Run 1, signal wires by layer:
Scale bar: 50 um.
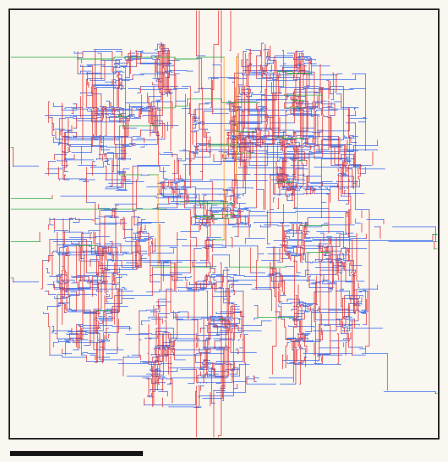
Run 1, met3 routing:
Scale bar: 50 um.
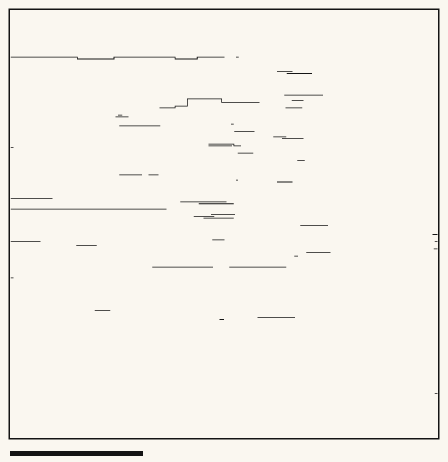
Run 1, cells by drive strength:
Scale bar: 50 um.
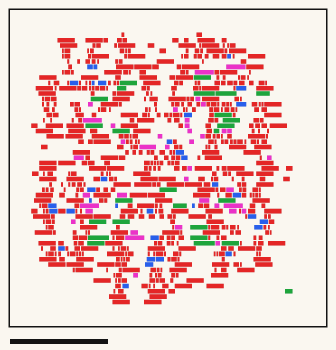
[src/rtl/chess_pkg.sv]
// Shared definitions for the chess clock turn controller: FSM state codes and loser flags.
package chess_pkg;

   typedef enum logic [2:0] {
      IDLE    = 3'd0,
      RUN_P1  = 3'd1,
      RUN_P2  = 3'd2,
      PAUSE   = 3'd3,
      TIMEOUT = 3'd4
   } state_t;

   localparam logic [1:0] LOSER_NONE = 2'b00;
   localparam logic [1:0] LOSER_P1   = 2'b01;
   localparam logic [1:0] LOSER_P2   = 2'b10;

endpackage

[src/rtl/chess_turn_controller_btn_sync.sv]
// Raw button conditioning: 2-FF synchronizer, stability debounce, and a one-cycle press pulse
// on each accepted low-to-high transition.
module btn_sync #(
   parameter int unsigned DEBOUNCE_CYCLES = 1_000_000
) (
   input  logic CLK,
   input  logic CLR_N,
   input  logic btn_i,
   output logic press_o
);

   localparam int unsigned CW = (DEBOUNCE_CYCLES > 1) ? $clog2(DEBOUNCE_CYCLES) : 1;
   localparam logic [CW-1:0] CNT_MAX = CW'(DEBOUNCE_CYCLES - 1);

   logic          sync1_q, sync2_q;
   logic          level_q, level_d;
   logic          press_q, press_d;
   logic [CW-1:0] cnt_q, cnt_d;

   // Counter only runs while the synced level disagrees with the accepted one,
   // so any bounce back to the old level restarts the stability window.
   always_comb begin
      level_d = level_q;
      press_d = 1'b0;
      cnt_d   = '0;
      if (sync2_q != level_q) begin
         if (cnt_q == CNT_MAX) begin
            level_d = sync2_q;
            press_d = sync2_q;
         end else begin
            cnt_d = cnt_q + CW'(1);
         end
      end
   end

   always_ff @(posedge CLK or negedge CLR_N) begin
      if (!CLR_N) begin
         sync1_q <= 1'b0;
         sync2_q <= 1'b0;
         level_q <= 1'b0;
         press_q <= 1'b0;
         cnt_q   <= '0;
      end else begin
         sync1_q <= btn_i;
         sync2_q <= sync1_q;
         level_q <= level_d;
         press_q <= press_d;
         cnt_q   <= cnt_d;
      end
   end

   assign press_o = press_q;

endmodule

[src/rtl/chess_turn_controller.sv]
// Chess clock turn controller: button conditioning, game FSM, and 1 Hz tick routing to the
// active player's counter chain.
module chess_turn_controller
   import chess_pkg::*;
#(
   parameter int unsigned CLK_DIV         = 100_000_000,
   parameter int unsigned DEBOUNCE_CYCLES = 1_000_000
) (
   input  logic       CLK,
   input  logic       CLR_N,
   input  logic       BTN_P1,
   input  logic       BTN_P2,
   input  logic       BTN_START,
   input  logic       BTN_PAUSE,
   input  logic       TIMEOUT_P1,
   input  logic       TIMEOUT_P2,
   output logic       IMPULSE_P1,
   output logic       IMPULSE_P2,
   output logic       CE_P1,
   output logic       CE_P2,
   output logic       LOAD,
   output logic [2:0] STATE,
   output logic [1:0] LOSER
);

   localparam int unsigned PW = $clog2(CLK_DIV);
   localparam logic [PW-1:0] PRESC_MAX = PW'(CLK_DIV - 1);

   logic p1_press, p2_press, start_press, pause_press;

   btn_sync #(.DEBOUNCE_CYCLES(DEBOUNCE_CYCLES)) u_sync_p1 (
      .CLK     (CLK),
      .CLR_N   (CLR_N),
      .btn_i   (BTN_P1),
      .press_o (p1_press)
   );

   btn_sync #(.DEBOUNCE_CYCLES(DEBOUNCE_CYCLES)) u_sync_p2 (
      .CLK     (CLK),
      .CLR_N   (CLR_N),
      .btn_i   (BTN_P2),
      .press_o (p2_press)
   );

   btn_sync #(.DEBOUNCE_CYCLES(DEBOUNCE_CYCLES)) u_sync_start (
      .CLK     (CLK),
      .CLR_N   (CLR_N),
      .btn_i   (BTN_START),
      .press_o (start_press)
   );

   btn_sync #(.DEBOUNCE_CYCLES(DEBOUNCE_CYCLES)) u_sync_pause (
      .CLK     (CLK),
      .CLR_N   (CLR_N),
      .btn_i   (BTN_PAUSE),
      .press_o (pause_press)
   );

   state_t        state_q, state_d;
   logic [PW-1:0] presc_q, presc_d;
   logic          saved_p2_q, saved_p2_d;
   logic [1:0]    loser_q, loser_d;
   logic          load_q, load_d;
   logic          imp_p1_q, imp_p1_d;
   logic          imp_p2_q, imp_p2_d;
   logic          ce_p1_q, ce_p2_q;

   // Ticks only fire when the running state persists; leaving RUN in the
   // same cycle suppresses the impulse and holds the prescaler.
   always_comb begin
      state_d    = state_q;
      presc_d    = presc_q;
      saved_p2_d = saved_p2_q;
      loser_d    = loser_q;
      load_d     = 1'b0;
      imp_p1_d   = 1'b0;
      imp_p2_d   = 1'b0;
      case (state_q)
         IDLE: begin
            if (start_press) begin
               state_d = RUN_P1;
               presc_d = '0;
            end
         end
         RUN_P1: begin
            if (TIMEOUT_P1) begin
               state_d = TIMEOUT;
               loser_d = LOSER_P1;
            end else if (pause_press) begin
               state_d    = PAUSE;
               saved_p2_d = 1'b0;
            end else if (p1_press) begin
               state_d = RUN_P2;
               presc_d = '0;
            end else if (presc_q == PRESC_MAX) begin
               presc_d  = '0;
               imp_p1_d = 1'b1;
            end else begin
               presc_d = presc_q + PW'(1);
            end
         end
         RUN_P2: begin
            if (TIMEOUT_P2) begin
               state_d = TIMEOUT;
               loser_d = LOSER_P2;
            end else if (pause_press) begin
               state_d    = PAUSE;
               saved_p2_d = 1'b1;
            end else if (p2_press) begin
               state_d = RUN_P1;
               presc_d = '0;
            end else if (presc_q == PRESC_MAX) begin
               presc_d  = '0;
               imp_p2_d = 1'b1;
            end else begin
               presc_d = presc_q + PW'(1);
            end
         end
         PAUSE: begin
            if (pause_press) begin
               state_d = saved_p2_q ? RUN_P2 : RUN_P1;
            end
         end
         TIMEOUT: begin
            if (start_press) begin
               state_d = IDLE;
               load_d  = 1'b1;
               loser_d = LOSER_NONE;
            end
         end
         default: state_d = IDLE;
      endcase
   end

   always_ff @(posedge CLK or negedge CLR_N) begin
      if (!CLR_N) begin
         state_q    <= IDLE;
         presc_q    <= '0;
         saved_p2_q <= 1'b0;
         loser_q    <= LOSER_NONE;
         load_q     <= 1'b0;
         imp_p1_q   <= 1'b0;
         imp_p2_q   <= 1'b0;
         ce_p1_q    <= 1'b0;
         ce_p2_q    <= 1'b0;
      end else begin
         state_q    <= state_d;
         presc_q    <= presc_d;
         saved_p2_q <= saved_p2_d;
         loser_q    <= loser_d;
         load_q     <= load_d;
         imp_p1_q   <= imp_p1_d;
         imp_p2_q   <= imp_p2_d;
         ce_p1_q    <= (state_d == RUN_P1);
         ce_p2_q    <= (state_d == RUN_P2);
      end
   end

   assign IMPULSE_P1 = imp_p1_q;
   assign IMPULSE_P2 = imp_p2_q;
   assign CE_P1      = ce_p1_q;
   assign CE_P2      = ce_p2_q;
   assign LOAD       = load_q;
   assign STATE      = state_q;
   assign LOSER      = loser_q;

endmodule

[config.mk]
export PLATFORM = sky130hd
export DESIGN_NAME = chess_turn_controller
export DESIGN_NICKNAME = d
export VERILOG_FILES = /design/src/rtl/chess_pkg.sv /design/src/rtl/chess_turn_controller_btn_sync.sv /design/src/rtl/chess_turn_controller.sv
export SDC_FILE = /design/constraint.sdc
export NUM_CORES = 1
export LEC_CHECK = 0
export CELL_PAD_IN_SITES_DETAIL_PLACEMENT = 0
export CELL_PAD_IN_SITES_GLOBAL_PLACEMENT = 2
export CORE_MARGIN = 10
export CORE_UTILIZATION = 35
export DETAILED_ROUTE_END_ITERATION = 16
export PLACE_DENSITY = 0.76
export SLEW_MARGIN = 20
export SYNTH_ARGS = -nofsm -noshare
export SYNTH_HDL_FRONTEND = slang
export SYNTH_HIERARCHICAL = 1
export SYNTH_SLANG_ARGS = --single-unit
[constraint.sdc]
create_clock -name CLK -period 2.8 [get_ports CLK]
set_input_delay 0.84 -clock CLK [delete_from_list [all_inputs] [get_ports CLK]]
set_output_delay 0.84 -clock CLK [all_outputs]
set_load 0.03 [all_outputs]
==> out/metrics.yaml, run 1 <==
clkCellAreaFrac: 0.0762
drc: 0
cts_setup_buffers: 0
comb_share: 0.422
top_power_group: "clock"
layout.sequential_cells: 134
seq-cell-share: 0.411
logic_gates: 499
drive_gt1_frac: 0.136
portBuffers: 17
grtUsageMet2: 0.192
synth_cells: 664
drv_slew: 0
hold_viol: 0
final_cells: 984
met2_length_um: 7390
grt_pass1_wl_um: 26200
num_tap_cells: 265
area_leaders: "dfrtp_1, xnor2_1, nor2_1"
clkTransAtPathRegs_ns: 0.06
holdCritStartpoint: "u_sync_pause/sync1_q$_DFF_PN0_"
yosysTopAreaCell: "dfrtp_1"
tns_ns: 0
crit_end: "STATE[1]"
wl_met1_um: 7160
powerDensity_mw_per_mm2: 548
regArea_mm2: 0.00335
initCoreUtil: 0.356
grt-busiest-layer: "met2"
ys_area_mm2: 0.00695
clkbuf_count: 19
cts.sinks: 134
worst_clock_skew_ns: 0.00739
p_comb_frac: 0.031
crit_path_start_kind: "flip-flop"
clkPwrFrac: 0.525
firstDrtPassIters: 4
max_freq_mhz: 381
r2r_end: "presc_q[15]$_DFFE_PN0P_"
postCtsHoldBufs: 0
power.total_mw: 4.47
critPathSlowestCell: "clkdlybuf4s50_1"
avgSynthCellArea_um2: 10.5
cts_inserted_buffers: 17
crit_path_start: "STATE[1]$_DFF_PN0_"
status: "complete, no violations"
largest_class: "multi-input combinational cells"
required_ns: 1.96
n_all_inverters: 16
relSlewSlack: 0.540
ios: 18
ys_types: 64
p_int_mw: 3.52
seqPwrFrac: 0.444
insertedDiodeCount: 0
final_util: 0.418
rows: 51
rsz0062_at_grt: "no"
wl_met3_um: 495
die_x_um: 161
layout_top_cell: "dfrtp_1"
synth_seq_share: 0.483
first_iter_violations: 288
detail_route.wl_per_cell_um: 15.5
fp.dieArea_mm2: 0.0259
worst_path_largest_cell_delay_ns: 0.79
clock_latency_ns: 0.41
cp_max_fo: 13
nFillCells: 1911
clockBufferDepth: 2
About 'signal wires by layer':
| layer | color | wire length |
|---|---|---|
| metal 2 | red | 7390 um |
| metal 3 | green | 496 um |
| metal 4 | orange | 194 um |
| metal 1 | blue | 7160 um |

About 'met3 routing':
nets with wire on the layer: 36
share of all routed wire: 3.3%
wire length on this layer: 496 um
main direction: horizontal
longest straight run: 58.2 um
M3 GR Usage: 0.0276
Post-Route WL: 15200 um
vias: 5215

About 'cells by drive strength':
| size | color | cells | share |
|---|---|---|---|
| _2 cells | blue | 33 | 4.6% |
| _0 and _1 cells | red | 621 | 86% |
| _6 and larger | green | 26 | 3.6% |
| _3 and _4 cells | magenta | 39 | 5.4% |
nonclk buf count: 38
post-route cell area: 0.00816 mm^2
P&R area growth vs syn: 17.5%
final worst slack: 0.173 ns

==> run 1: Yosys cell counts, drive strengths merged (5+ instances only) <==
cell type and n:
buf 12, nor2b 5, o21ai 13, or3 12, nor2 86, and3 13
or4 24, nor3b 10, nand4 24, dfrtp 134, nand2b 6, and4 10
nor3 15, nand2 39, xnor2 38, inv 16, xor2 32, nand3 37
ha 5, a2111oi 5, or2 5, nor4 14, o31ai 20, a211oi 6
nor4bb 6, a21oi 33
==> run 1: cells by family after synthesis <==
group | Yosys count | synth area share
AND-OR/OR-AND | 100 | 0.113
buffers and inverters | 31 | 0.0220
adder cells (fa/ha/maj) | 5 | 0.00901
multiplexers | 7 | 0.0124
flip-flops | 134 | 0.483
AND/OR/NAND/NOR | 317 | 0.272
XOR/XNOR | 70 | 0.0883
==> run 1 -> run 2 <==
--- a/config.mk
+++ b/config.mk
@@ -5,6 +5,7 @@
 export SDC_FILE = /design/constraint.sdc
 export NUM_CORES = 1
 export LEC_CHECK = 0
+export CAP_MARGIN = 40
 export CELL_PAD_IN_SITES_DETAIL_PLACEMENT = 0
 export CELL_PAD_IN_SITES_GLOBAL_PLACEMENT = 2
 export CORE_MARGIN = 10
Run 2, cells by drive strength:
Scale bar: 50 um.
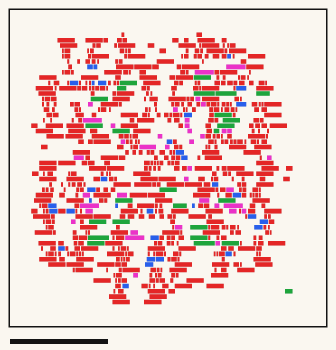
| size | color | cells | share |
|---|---|---|---|
| _2 cells | blue | 33 | 4.6% |
| _6 and larger | green | 26 | 3.6% |
| _3 and _4 cells | magenta | 39 | 5.4% |
| _0 and _1 cells | red | 621 | 86% |

Run 2, cell outlines without signal wires:
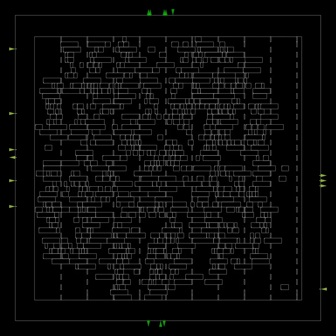
filler instances: 1911
final cell count without fillers: 984
Flop Count: 134

Run 2, pin map:
Scale bar: 50 um. Pins as bars across the die edge, other pins in gray.
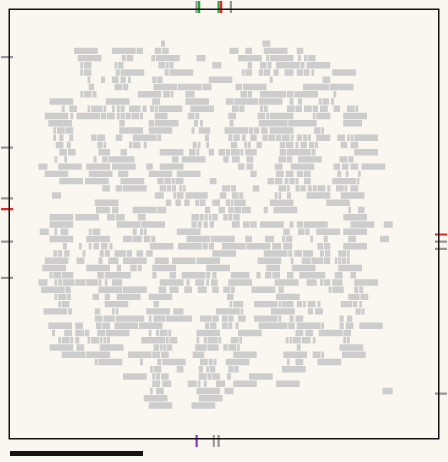
| port | color | pins | direction | edge |
|---|---|---|---|---|
| CE_P2 | purple | 1 | output | south |
| LOSER | green | 2 | output | north |
| STATE | red | 3 | output | 1 east, 1 west, 1 north |
all pins by edge: 6 west, 5 north, 4 east, 3 south

==> run 2 against run 1 <==
Effect of this change:
- utilization is the same
- clock skew is the same
- final cell count is the same
- clock power is essentially flat
- non-clock buffer count is the same
- setup slack is the same
- largest power group unchanged
- highest routed layer unchanged
==> out/metrics.yaml, run 2 <==
dp_cells: 952
wl_um: 15200  # unchanged
status: "complete, no violations"
grt-busiest-layer: "met2"
die_x_um: 161  # unchanged
hold_viol: 0  # unchanged
cts.sinks: 134  # unchanged
synth-adder-area-share: 0.00901  # unchanged
aoi_share: 0.113  # unchanged
grtUsageMet2: 0.192  # unchanged
cts_setup_buffers: 0  # unchanged
clock_latency_ns: 0.41  # about the same
vias: 5215  # unchanged
power.total_mw: 4.47  # unchanged
wl_met1_um: 7160  # unchanged
drc: 0  # unchanged
required_ns: 1.96  # about the same
firstDrtPassIters: 4  # unchanged
worst_clock_skew_ns: 0.00739  # unchanged
drv_slew: 0  # unchanged
pg_seq_mw: 1.99
relSlewSlack: 0.540  # unchanged
synthTopCellsByCount: "dfrtp_1, nor2_1, nand2_1"
layout_top_cell: "dfrtp_1"
ios: 18  # unchanged
seqPwrFrac: 0.444  # about the same
critPathSlowestCell: "clkdlybuf4s50_1"
powerDensity_mw_per_mm2: 548  # unchanged
ys_area_mm2: 0.00695  # unchanged
detail_route.wl_per_cell_um: 15.5  # unchanged
grtUsageMet3: 0.0276  # unchanged
final_util: 0.418  # unchanged
first_iter_violations: 288  # unchanged
yosysMostFrequentCell: "dfrtp_1"
p_int_mw: 3.52  # unchanged
period_used_share: 0.938
postCtsHoldBufs: 0  # unchanged
crit_path_start_kind: "flip-flop"
grt.overflow.total: 0
swShare: 0.213
wl_met3_um: 495  # unchanged
yosysTopAreaCellShare: 0.483
grt_pass1_wl_um: 26200  # unchanged
crit_path_start: "STATE[1]$_DFF_PN0_"
area_leaders: "dfrtp_1, xnor2_1, nor2_1"
drive_gt1_frac: 0.136  # unchanged
htree_num_levels: 4
avgSynthCellArea_um2: 10.5  # unchanged
ys_types: 64  # unchanged
p_comb_frac: 0.031  # about the same
clkPwrFrac: 0.525  # about the same
synth_seq_share: 0.483  # unchanged
cts_inserted_buffers: 17  # unchanged
areaGrowthSynthToFinish_pct: 17.5  # unchanged
max_freq_mhz: 381  # unchanged
ff_type: "dfrtp_1"
grt_max_degree: 51
initCoreUtil: 0.356  # unchanged
worstMarginPinSlew_ns: 0.684
yosys.area_share.simple: 0.272  # unchanged
insertedDiodeCount: 0  # unchanged
cp_max_fo: 13  # unchanged
grt.met1_usage: 0.160
synthTopLogicFamily: "simple AND/OR/NAND/NOR gates"
fp.dieArea_mm2: 0.0259  # unchanged
holdCritStartpoint: "u_sync_pause/sync1_q$_DFF_PN0_"
dpl.hpwl_um: 10700
worst_path_largest_cell_delay_ns: 0.79  # about the same
powerClk_mw: 2.35
synthMuxAreaShare: 0.0124  # unchanged
clockBufferDepth: 2  # unchanged
xor_area_frac: 0.0883  # unchanged
portBuffers: 17  # unchanged
yosysTopAreaCell: "dfrtp_1"
tns_ns: 0  # unchanged
top_power_group: "clock"
fin_ws_ns: 0.173  # unchanged
met2_length_um: 7390  # unchanged
comb-power_mw: 0.137
clkTransAtPathRegs_ns: 0.06  # about the same
synth_cells: 664  # unchanged
rsz0062_at_grt: "no"
fin_area_mm2: 0.00816  # unchanged
rows: 51  # unchanged
==> run 2: area by class of cell <==
class | instances | area (um^2)
multi-input cells | 499 | 3440
well taps | 265 | 332
repair buffers | 38 | 354
flip-flops and latches | 134 | 3350
inverters | 16 | 60.1
fillers | 1911 | 11400
clock buffers | 19 | 443
clock inverters | 13 | 179
==> run 2: path summary, 6_finish.rpt <==
check,endpoint,slack (ns),depth (start not counted)
max reg2reg,presc_q[15]$_DFFE_PN0P_,0.54,6
min in group asynchronous,u_sync_p2/cnt_q[11]$_DFF_PN0_,0.38,1
max in group asynchronous,u_sync_p1/level_q$_DFFE_PN0P_,1.83,2
min reg2reg,u_sync_pause/sync2_q$_DFF_PN0_,0.35,0
min,u_sync_pause/sync2_q$_DFF_PN0_,0.35,0
max,STATE[1],0.17,1
Run 2, met3 routing:
Scale bar: 50 um.
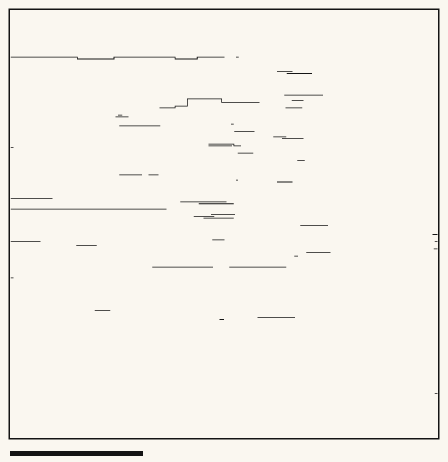

==> run 2 -> run 3 <==
--- a/config.mk
+++ b/config.mk
@@ -11,7 +11,8 @@
 export CORE_MARGIN = 10
 export CORE_UTILIZATION = 35
 export DETAILED_ROUTE_END_ITERATION = 16
-export PLACE_DENSITY = 0.76
+export DONT_BUFFER_PORTS = 1
+export PLACE_DENSITY = 0.74
 export SLEW_MARGIN = 20
 export SYNTH_ARGS = -nofsm -noshare
 export SYNTH_HDL_FRONTEND = slang
Run 3, met3 routing:
Scale bar: 50 um.
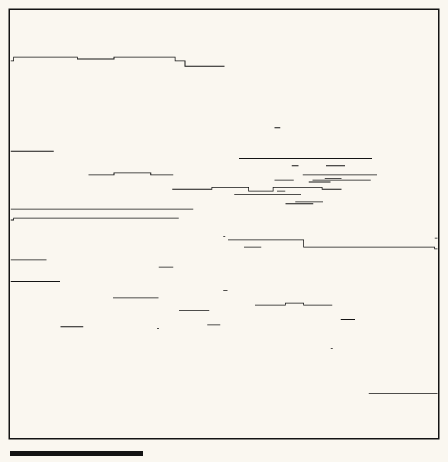
longest straight run: 68.3 um
wire length on this layer: 741 um
nets with wire on the layer: 26
main direction: horizontal
share of all routed wire: 4.9%

Run 3, signal wires on met4:
Supply wires on this layer in gray.
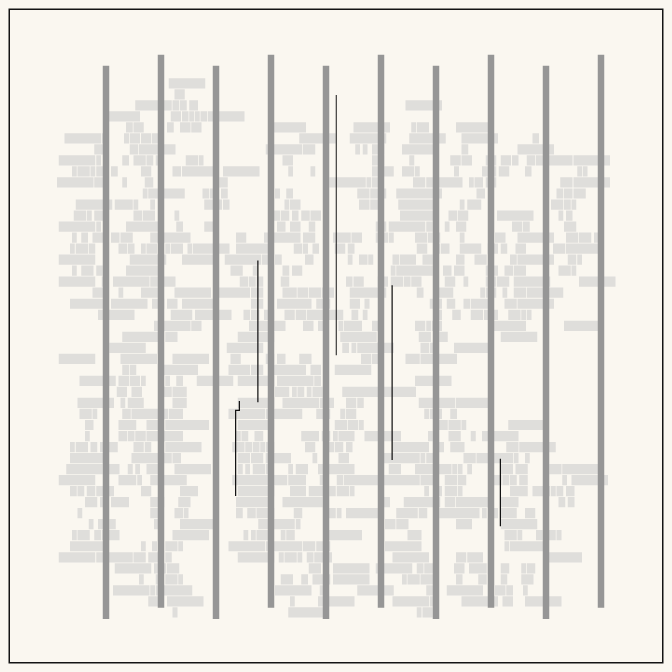
wire length on this layer: 182 um
main direction: vertical
longest straight run: 63.9 um
share of all routed wire: 1.2%
nets with wire on the layer: 2

Run 3, cell outlines without signal wires:
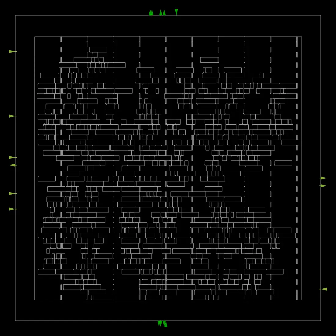
row count: 51
fraction of area in registers: 0.427
filler instances: 1955

==> run 3 against run 2 <==
Effect of this change:
- power fell by 5.4%
- critical path depth rose by 4
- synthesized area did not move
- synthesized cell count did not move
- global-route usage rose by 0.16 points
- setup slack improved by 0.27 ns
- via count fell by 3.0%
- sequential power barely moved
- largest cell class unchanged
==> out/metrics.yaml, run 3 <==
layout_top_cell: "dfrtp_1"
p_comb_frac: 0.018  # -0.013
synth_cells: 664  # unchanged
comb-power_mw: 0.0750  # -45%
seqPwrFrac: 0.470  # +0.026
htree_num_levels: 4  # unchanged
cts.sinks: 134  # unchanged
ff_type: "dfrtp_1"
final_util: 0.402  # -0.0158
detail_route.wl_per_cell_um: 15.7  # +1.6%
drv_slew: 0  # unchanged
crit_path_start: "presc_q[12]$_DFFE_PN0P_"
grtUsageMet2: 0.194  # +0.00150
drive_gt1_frac: 0.130  # -0.00662
powerDensity_mw_per_mm2: 539  # -1.7%
clkPwrFrac: 0.512  # -0.013
yosysTopAreaCell: "dfrtp_1"
cts_setup_buffers: 0  # unchanged
path_depth: 5  # +4
avgSynthCellArea_um2: 10.5  # unchanged
firstDrtPassIters: 4  # unchanged
met2_length_um: 7150  # -3.1%
clock_latency_ns: 0.42  # about the same
dr.max_layer_used: "met4"
reg2reg_slack_ns: 0.45  # -0.09 ns
hold_viol: 0  # unchanged
dpl.hpwl_um: 10400  # -2.6%
wl_um: 15100  # -1.0%
status: "complete, no violations"
ys_types: 64  # unchanged
area_leaders: "dfrtp_1, xnor2_1, nor2_1"
top_power_group: "clock"
rr_worst_depth: 5  # -1
worst_path_largest_cell_delay_ns: 0.53  # -0.26 ns
relSlewSlack: 0.516  # -0.0237
fp.dieArea_mm2: 0.0259  # unchanged
fin_ws_ns: 0.448  # +0.275 ns
p_int_mw: 3.24  # -8.0%
grt.overflow.total: 0  # unchanged
grt.met1_usage: 0.158  # -0.00208
clkTransAtPathRegs_ns: 0.06  # about the same
critPathSlowestCell: "nor4b_1"
areaGrowthSynthToFinish_pct: 13.1
r2r_end: "presc_q[15]$_DFFE_PN0P_"
rsz0062_at_grt: "no"
period_used_share: 0.840  # -0.0981
clockBufferDepth: 2  # unchanged
grt_pass1_wl_um: 26600  # +1.4%
crit_end: "presc_q[15]$_DFFE_PN0P_"
fin_area_mm2: 0.00785  # -3.8%
portBuffers: 0  # -17
powerClk_mw: 2.17  # -8%
cts_inserted_buffers: 17  # unchanged
grtUsageMet3: 0.0363  # +0.00869
final_cells: 959  # -2.5%
swShare: 0.235  # +0.0220
initCoreUtil: 0.356  # unchanged
max_freq_mhz: 425  # +12%
wl_met3_um: 740  # +49%
synth_seq_share: 0.483  # unchanged
postCtsHoldBufs: 0  # unchanged
synthTopCellsByCount: "dfrtp_1, nor2_1, nand2_1"
grt-busiest-layer: "met2"
cp_max_fo: 7  # -6
vias: 5060  # -3.0%
yosysMostFrequentCell: "dfrtp_1"
drc: 0  # unchanged
yosysTopAreaCellShare: 0.483  # unchanged
required_ns: 3.09  # +1.13 ns
dp_cells: 927  # -2.6%
ys_area_mm2: 0.00695  # unchanged
first_iter_violations: 323  # +12%
[run 3: area by class of cell]
class	instances	area (um^2)	share of cell area
tap	265	332	0.0422
timing repair buffer	13	97.6	0.0124
clock buffer	17	425	0.0542
multi-input combinational	499	3440	0.438
sequential	134	3350	0.427
inverter	16	60.1	0.00765
clock inverter	15	145	0.0185
[run 3: cells by family (layout without fill, tap and decap cells)]
kind of cell / after synthesis / after routing / synth area share
AND/OR/NAND/NOR: 317 / 317 / 0.272
multiplexers: 7 / 7 / 0.0124
adder cells (fa/ha/maj): 5 / 5 / 0.00901
buffers and inverters: 31 / 61 / 0.0220
AND-OR/OR-AND: 100 / 100 / 0.113
flip-flops: 134 / 134 / 0.483
XOR/XNOR: 70 / 70 / 0.0883
No activity file was given, so power comes from the tool's default toggle rates.
